## config.mk

```make
export PLATFORM = sky130hd
export DESIGN_NAME = program_loader
export DESIGN_NICKNAME = d
export VERILOG_FILES = /design/src/rtl/program_loader.sv
export SDC_FILE = /design/constraint.sdc
export NUM_CORES = 1
export LEC_CHECK = 0
export CAP_MARGIN = 30
export CELL_PAD_IN_SITES_DETAIL_PLACEMENT = 1
export CELL_PAD_IN_SITES_GLOBAL_PLACEMENT = 1
export CORE_MARGIN = 8
export CORE_UTILIZATION = 44
export DETAILED_ROUTE_END_ITERATION = 8
export PLACE_DENSITY = 0.84
export SYNTH_ARGS = -nofsm -noshare
export SYNTH_HDL_FRONTEND = slang
export SYNTH_SLANG_ARGS = --single-unit
```

## constraint.sdc

```tcl
create_clock -name clk -period 3.8 [get_ports clk]
set_input_delay 0.57 -clock clk [delete_from_list [all_inputs] [get_ports clk]]
set_output_delay 0.57 -clock clk [all_outputs]
set_load 0.1 [all_outputs]
```

## src/rtl/program_loader.sv

```systemverilog
// UART-fed instruction memory loader. It holds the core while a length-framed program is written.
// Define PROGRAM_LOADER_CHECKSUM_EN to require a trailing XOR checksum byte after the data.
module program_loader #(
    parameter int unsigned IMEM_ADDR_W    = 10,
    parameter int unsigned TIMEOUT_CYCLES = 50_000_000
) (
    input  logic                   clk,
    input  logic                   rst,
    input  logic                   flash,
    input  logic                   rx_valid,
    input  logic [7:0]             rx_byte,
    output logic                   imem_we,
    output logic [IMEM_ADDR_W-1:0] imem_addr,
    output logic [31:0]            imem_wdata,
    output logic                   core_hold,
    output logic                   load_done,
    output logic                   load_error,
    output logic [IMEM_ADDR_W:0]   words_loaded
);

    localparam int unsigned CntW = IMEM_ADDR_W + 1;
    localparam int unsigned TmoW = $clog2(TIMEOUT_CYCLES + 1);

    typedef enum logic [2:0] {
        StIdle,
        StLenLo,
        StLenHi,
        StData,
        StDone,
        StError
`ifdef PROGRAM_LOADER_CHECKSUM_EN
        , StCheck
`endif
    } state_e;

`ifdef PROGRAM_LOADER_CHECKSUM_EN
    localparam state_e StFinal = StCheck;
`else
    localparam state_e StFinal = StDone;
`endif

    state_e                 state_q, state_d;
    logic [7:0]             len_lo_q, len_lo_d;
    logic [CntW-1:0]        len_q, len_d;
    logic [1:0]             idx_q, idx_d;
    logic [23:0]            asm_q, asm_d;
    logic [31:0]            wdata_q, wdata_d;
    logic [IMEM_ADDR_W-1:0] addr_q, addr_d;
    logic                   we_q, we_d;
    logic [CntW-1:0]        words_q, words_d;
    logic                   err_q, err_d;
    logic                   done_q, done_d;
    logic [TmoW-1:0]        tmo_q, tmo_d;
    logic [15:0]            n_len;
    logic                   timed_out;
`ifdef PROGRAM_LOADER_CHECKSUM_EN
    logic [7:0]             csum_q, csum_d;
`endif

    always_ff @(posedge clk) begin
        if (!rst) begin
            state_q  <= StIdle;
            len_lo_q <= '0;
            len_q    <= '0;
            idx_q    <= '0;
            asm_q    <= '0;
            wdata_q  <= '0;
            addr_q   <= '0;
            we_q     <= 1'b0;
            words_q  <= '0;
            err_q    <= 1'b0;
            done_q   <= 1'b0;
            tmo_q    <= '0;
`ifdef PROGRAM_LOADER_CHECKSUM_EN
            csum_q   <= '0;
`endif
        end else begin
            state_q  <= state_d;
            len_lo_q <= len_lo_d;
            len_q    <= len_d;
            idx_q    <= idx_d;
            asm_q    <= asm_d;
            wdata_q  <= wdata_d;
            addr_q   <= addr_d;
            we_q     <= we_d;
            words_q  <= words_d;
            err_q    <= err_d;
            done_q   <= done_d;
            tmo_q    <= tmo_d;
`ifdef PROGRAM_LOADER_CHECKSUM_EN
            csum_q   <= csum_d;
`endif
        end
    end

    always_comb begin
        state_d   = state_q;
        len_lo_d  = len_lo_q;
        len_d     = len_q;
        idx_d     = idx_q;
        asm_d     = asm_q;
        wdata_d   = wdata_q;
        addr_d    = addr_q;
        we_d      = 1'b0;
        words_d   = words_q;
        err_d     = err_q;
        done_d    = 1'b0;
        tmo_d     = tmo_q;
        n_len     = {rx_byte, len_lo_q};
        timed_out = (tmo_q == TmoW'(TIMEOUT_CYCLES - 1));
`ifdef PROGRAM_LOADER_CHECKSUM_EN
        csum_d    = csum_q;
`endif

        // Idle-gap timer only runs once the length low byte is in.
        if (state_q == StLenHi || state_q == StData || state_q == StFinal) begin
            tmo_d = rx_valid ? '0 : tmo_q + TmoW'(1);
        end

        case (state_q)
            StIdle: begin
                if (flash) begin
                    state_d = StLenLo;
                    err_d   = 1'b0;
                    words_d = '0;
                    addr_d  = '0;
                    idx_d   = '0;
                    tmo_d   = '0;
`ifdef PROGRAM_LOADER_CHECKSUM_EN
                    csum_d  = '0;
`endif
                end
            end
            StLenLo: begin
                if (!flash) begin
                    state_d = StIdle;
                end else if (rx_valid) begin
                    len_lo_d = rx_byte;
                    tmo_d    = '0;
                    state_d  = StLenHi;
                end
            end
            StLenHi: begin
                if (!flash) begin
                    state_d = StError;
                end else if (rx_valid) begin
                    len_d = CntW'(n_len);
                    if (n_len == 16'd0) begin
                        state_d = StFinal;
                    end else if (32'(n_len) > (32'd1 << IMEM_ADDR_W)) begin
                        state_d = StError;
                    end else begin
                        state_d = StData;
                    end
                end else if (timed_out) begin
                    state_d = StError;
                end
            end
            StData: begin
                if (!flash) begin
                    state_d = StError;
                end else if (rx_valid) begin
                    idx_d = idx_q + 2'd1;
`ifdef PROGRAM_LOADER_CHECKSUM_EN
                    csum_d = csum_q ^ rx_byte;
`endif
                    case (idx_q)
                        2'd0: asm_d[7:0]   = rx_byte;
                        2'd1: asm_d[15:8]  = rx_byte;
                        2'd2: asm_d[23:16] = rx_byte;
                        default: begin
                            we_d    = 1'b1;
                            wdata_d = {rx_byte, asm_q};
                            addr_d  = words_q[IMEM_ADDR_W-1:0];
                            words_d = words_q + CntW'(1);
                            if (words_d == len_q) begin
                                state_d = StFinal;
                            end
                        end
                    endcase
                end else if (timed_out) begin
                    state_d = StError;
                end
            end
`ifdef PROGRAM_LOADER_CHECKSUM_EN
            StCheck: begin
                if (!flash) begin
                    state_d = StError;
                end else if (rx_valid) begin
                    state_d = (rx_byte == csum_q) ? StDone : StError;
                end else if (timed_out) begin
                    state_d = StError;
                end
            end
`endif
            StDone, StError: begin
                if (!flash) begin
                    state_d = StIdle;
                end
            end
            default: state_d = StIdle;
        endcase

        if (state_d == StError) begin
            err_d = 1'b1;
            we_d  = 1'b0;
        end
        if (state_d == StDone && state_q != StDone) begin
            done_d = 1'b1;
        end
    end

    assign imem_we      = we_q;
    assign imem_addr    = addr_q;
    assign imem_wdata   = wdata_q;
    assign core_hold    = (state_q != StIdle);
    assign load_done    = done_q;
    assign load_error   = err_q;
    assign words_loaded = words_q;

endmodule

```

==> results.sh <==
# physical design summary
export IMPL_wl_met1_um=7350
export IMPL_seq_cell_count=130
export IMPL_ys_types=56
export IMPL_fp_util=0.449
export IMPL_p_total_uw=3040
export IMPL_nets=777
export IMPL_fp_coreArea_mm2=0.0126
export IMPL_final_antenna_net_count=0
export IMPL_synth_cells=705
export IMPL_postPlaceCellArea_mm2=0.00649
export IMPL_rsz0062_at_grt="no"
export IMPL_areaGrowthSynthToFinish_pct=24.5
export IMPL_reg2reg_to="load_done"
export IMPL_mux_share=0.0353
export IMPL_crit_path_end="words_loaded[5]"
export IMPL_ctsLongestPathBuffers=2
export IMPL_synthAoiAreaFrac=0.138
export IMPL_power_leader="clock"
export IMPL_dpl_hpwl_um=11800
export IMPL_cts_sinks=130
export IMPL_critPathMaxStageDelay_ns=1.23
export IMPL_r2r_start="words_loaded[0]"
export IMPL_drtIter0Drc=296
export IMPL_fmax_ghz=0.351
export IMPL_cp_start_kind="register"
export IMPL_outcome="complete, no violations"
export IMPL_logic_family="simple AND/OR/NAND/NOR gates"
export IMPL_flop_cell="dfxtp_1"
export IMPL_dieWidth_um=130
export IMPL_grt_max_degree=50
export IMPL_crit_arrival_ns=2.28
Figure 1. M3 wires.
Bar = 50 um.
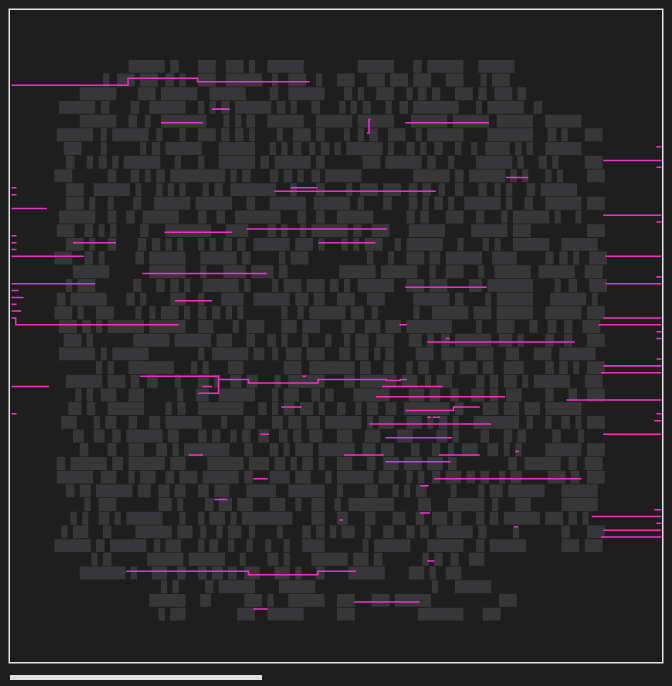
share of all routed wire	4.7%
main direction	horizontal
final WL: 17,400 um
M3 GR Usage: 0.0477
routed vias: 5,285

Figure 2. Routing congestion.
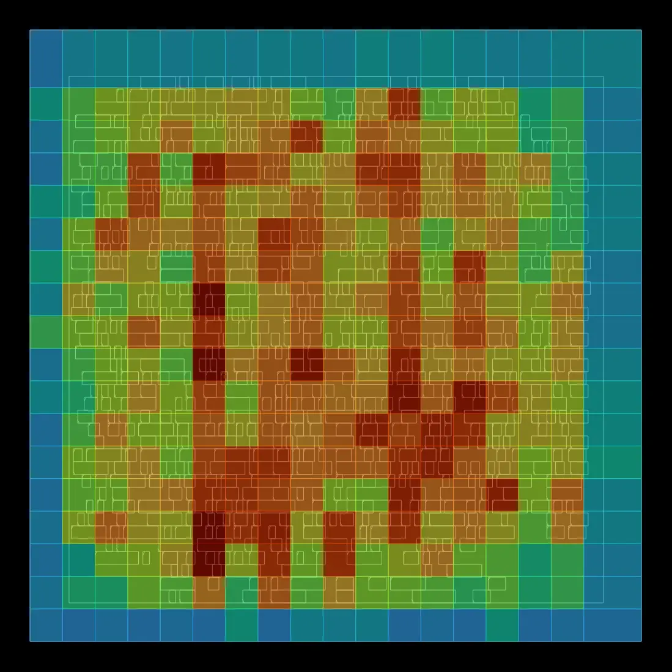
per-cell routed wire length: 18.4 um
met2 usage: 0.379
gr usage total: 0.213
Util after Layout: 0.559
met1 Track Usage GR: 0.237

Figure 3. Signal wires on met2.
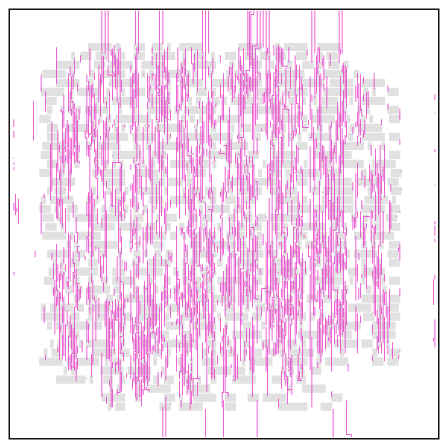
longest straight run	51.0 um
share of all routed wire	51%
wire length on this layer	8,880 um
nets with wire on the layer	697
main direction	vertical

Figure 4. Signal wires by layer.
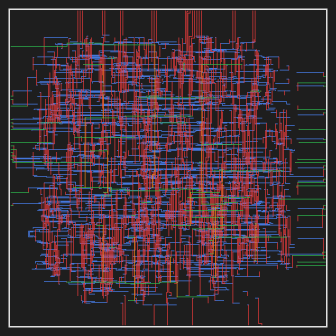
layer	color	wire length
metal 4	orange	350 um
metal 2	red	8,880 um
metal 1	blue	7,350 um
metal 3	green	814 um

Figure 5. Routed clock nets over the placement.
Bar = 50 um.
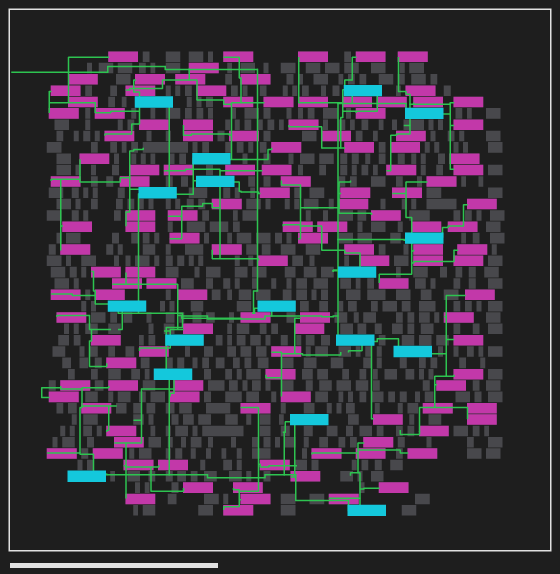
[clock wires] green | length: 1,720 um
[flip-flops] magenta | count: 130
[clock drivers] cyan | count: 17
routed clock nets	18
flops lie	spread over the die
clock power share: 0.512
clk latency late pin: 0.43 ns
Fin Clk Skew: 0.00513 ns
Clk power: 1550 uW

Power figures rest on the tool's default switching activity, not on a simulated workload.
